==> config.mk <==
export PLATFORM = sky130hd
export DESIGN_NAME = detector_frame_sched
export DESIGN_NICKNAME = d
export VERILOG_FILES = /design/src/rtl/sched_pkg.sv /design/src/rtl/rr_arb2.sv /design/src/rtl/detector_frame_sched.sv
export SDC_FILE = /design/constraint.sdc
export NUM_CORES = 1
export LEC_CHECK = 0
export CORE_MARGIN = 3
export CORE_UTILIZATION = 30
export DETAILED_ROUTE_END_ITERATION = 6
export DONT_BUFFER_PORTS = 1
export PLACE_DENSITY = 0.43
export SETUP_SLACK_MARGIN = 0.1
export SKIP_CTS_REPAIR_TIMING = 1
export SLEW_MARGIN = 25
export SYNTH_ARGS = -nofsm -noshare
export SYNTH_HDL_FRONTEND = slang
export SYNTH_SLANG_ARGS = --single-unit
==> constraint.sdc <==
create_clock -name clk -period 4.45 [get_ports clk]
set_clock_uncertainty 0.1 [all_clocks]
set_input_delay 1.1125 -clock clk [delete_from_list [all_inputs] [get_ports clk]]
set_output_delay 1.1125 -clock clk [all_outputs]
set_load 0.02 [all_outputs]
Fig. 1: drive-strength map
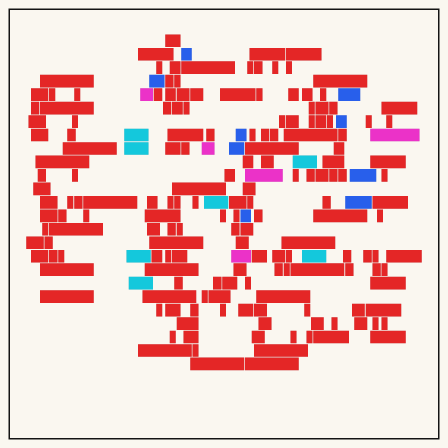
legend:
  red:
    size: x1 and smaller
    cells: 169
  cyan:
    size: x6 and larger
    cells: 7
    most_used: clkbuf_8
  blue:
    size: x2
    cells: 9
    most_used: or2_2
  magenta:
    size: x3 and x4
    cells: 5
    most_used: buf_4
post-route cell area: 2100 um^2
Non-clock buffers: 2
Layout Area Growth over Synthesis: 8.18%
final worst setup slack: 1320 ps

Fig. 2: wire density map
Bar = 20 um. 17 x 17 tiles, from dark purple (low) to yellow (high), scaled to the fullest tile. Values are wire area over tile area, all layers added.
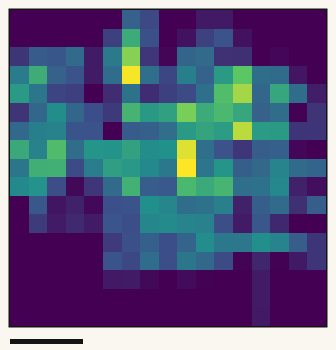
nearly empty tiles: 33%
mean over tiles: 0.080
fullest tile: 0.35
densest ninth of the die: centre
emptiest ninth of the die: south-west
tiles over half the peak: 14%
Total Wirelength: 3750 um
gr usage total: 0.107
via count: 1330

==> results.ini <==
[final_timing]
tns_ps = 0
holdWs_ps = 397
rsz0062_at_grt = false
max_freq_mhz = 319

[synthesis]
ys_seq_share = 0.515
syn_area_per_cell_um2 = 10.2
syn_inst = 190
fa_ha_area_frac = 0.0193
common_cells = nor2_1, edfxtp_1, nand2_1
ys_cells = 190

[power]
powerDensity_nw_per_um2 = 449
netSwitchingPower_mw = 0.293
p_total_mw = 0.944
powerSeq_mw = 0.493
swShare = 0.311

[floorplan]
fp_util = 0.319

[job]
cap_viol_max_count = 0
tool_warnings = 27

[global_routing]
grt_use_met2 = 0.176
met3_usage = 0.0361
grt_pass1_vias = 1307

[detailed_routing]
firstDrtPassIters = 4
avgRoutedWirePerCell_um = 14.1
postRouteAntennaNets = 0

[place]
port_buffers = 0
dp_hpwl_um = 2710

[cells_and_area]
inv_count = 7
lay_top_cells = nor2_1, edfxtp_1, nand2_1
sh_seq_area = 0.476
utilization = 0.345
regArea_um2 = 1000
antenna_cells = 0

[clocking]
clkLatencyLatePin_ps = 290
cts_tree = yes
path_clk_slew_ps = 80

[critical_path]
path_delay_family = simple AND/OR/NAND/NOR gates

[outcome]
status = complete, no violations

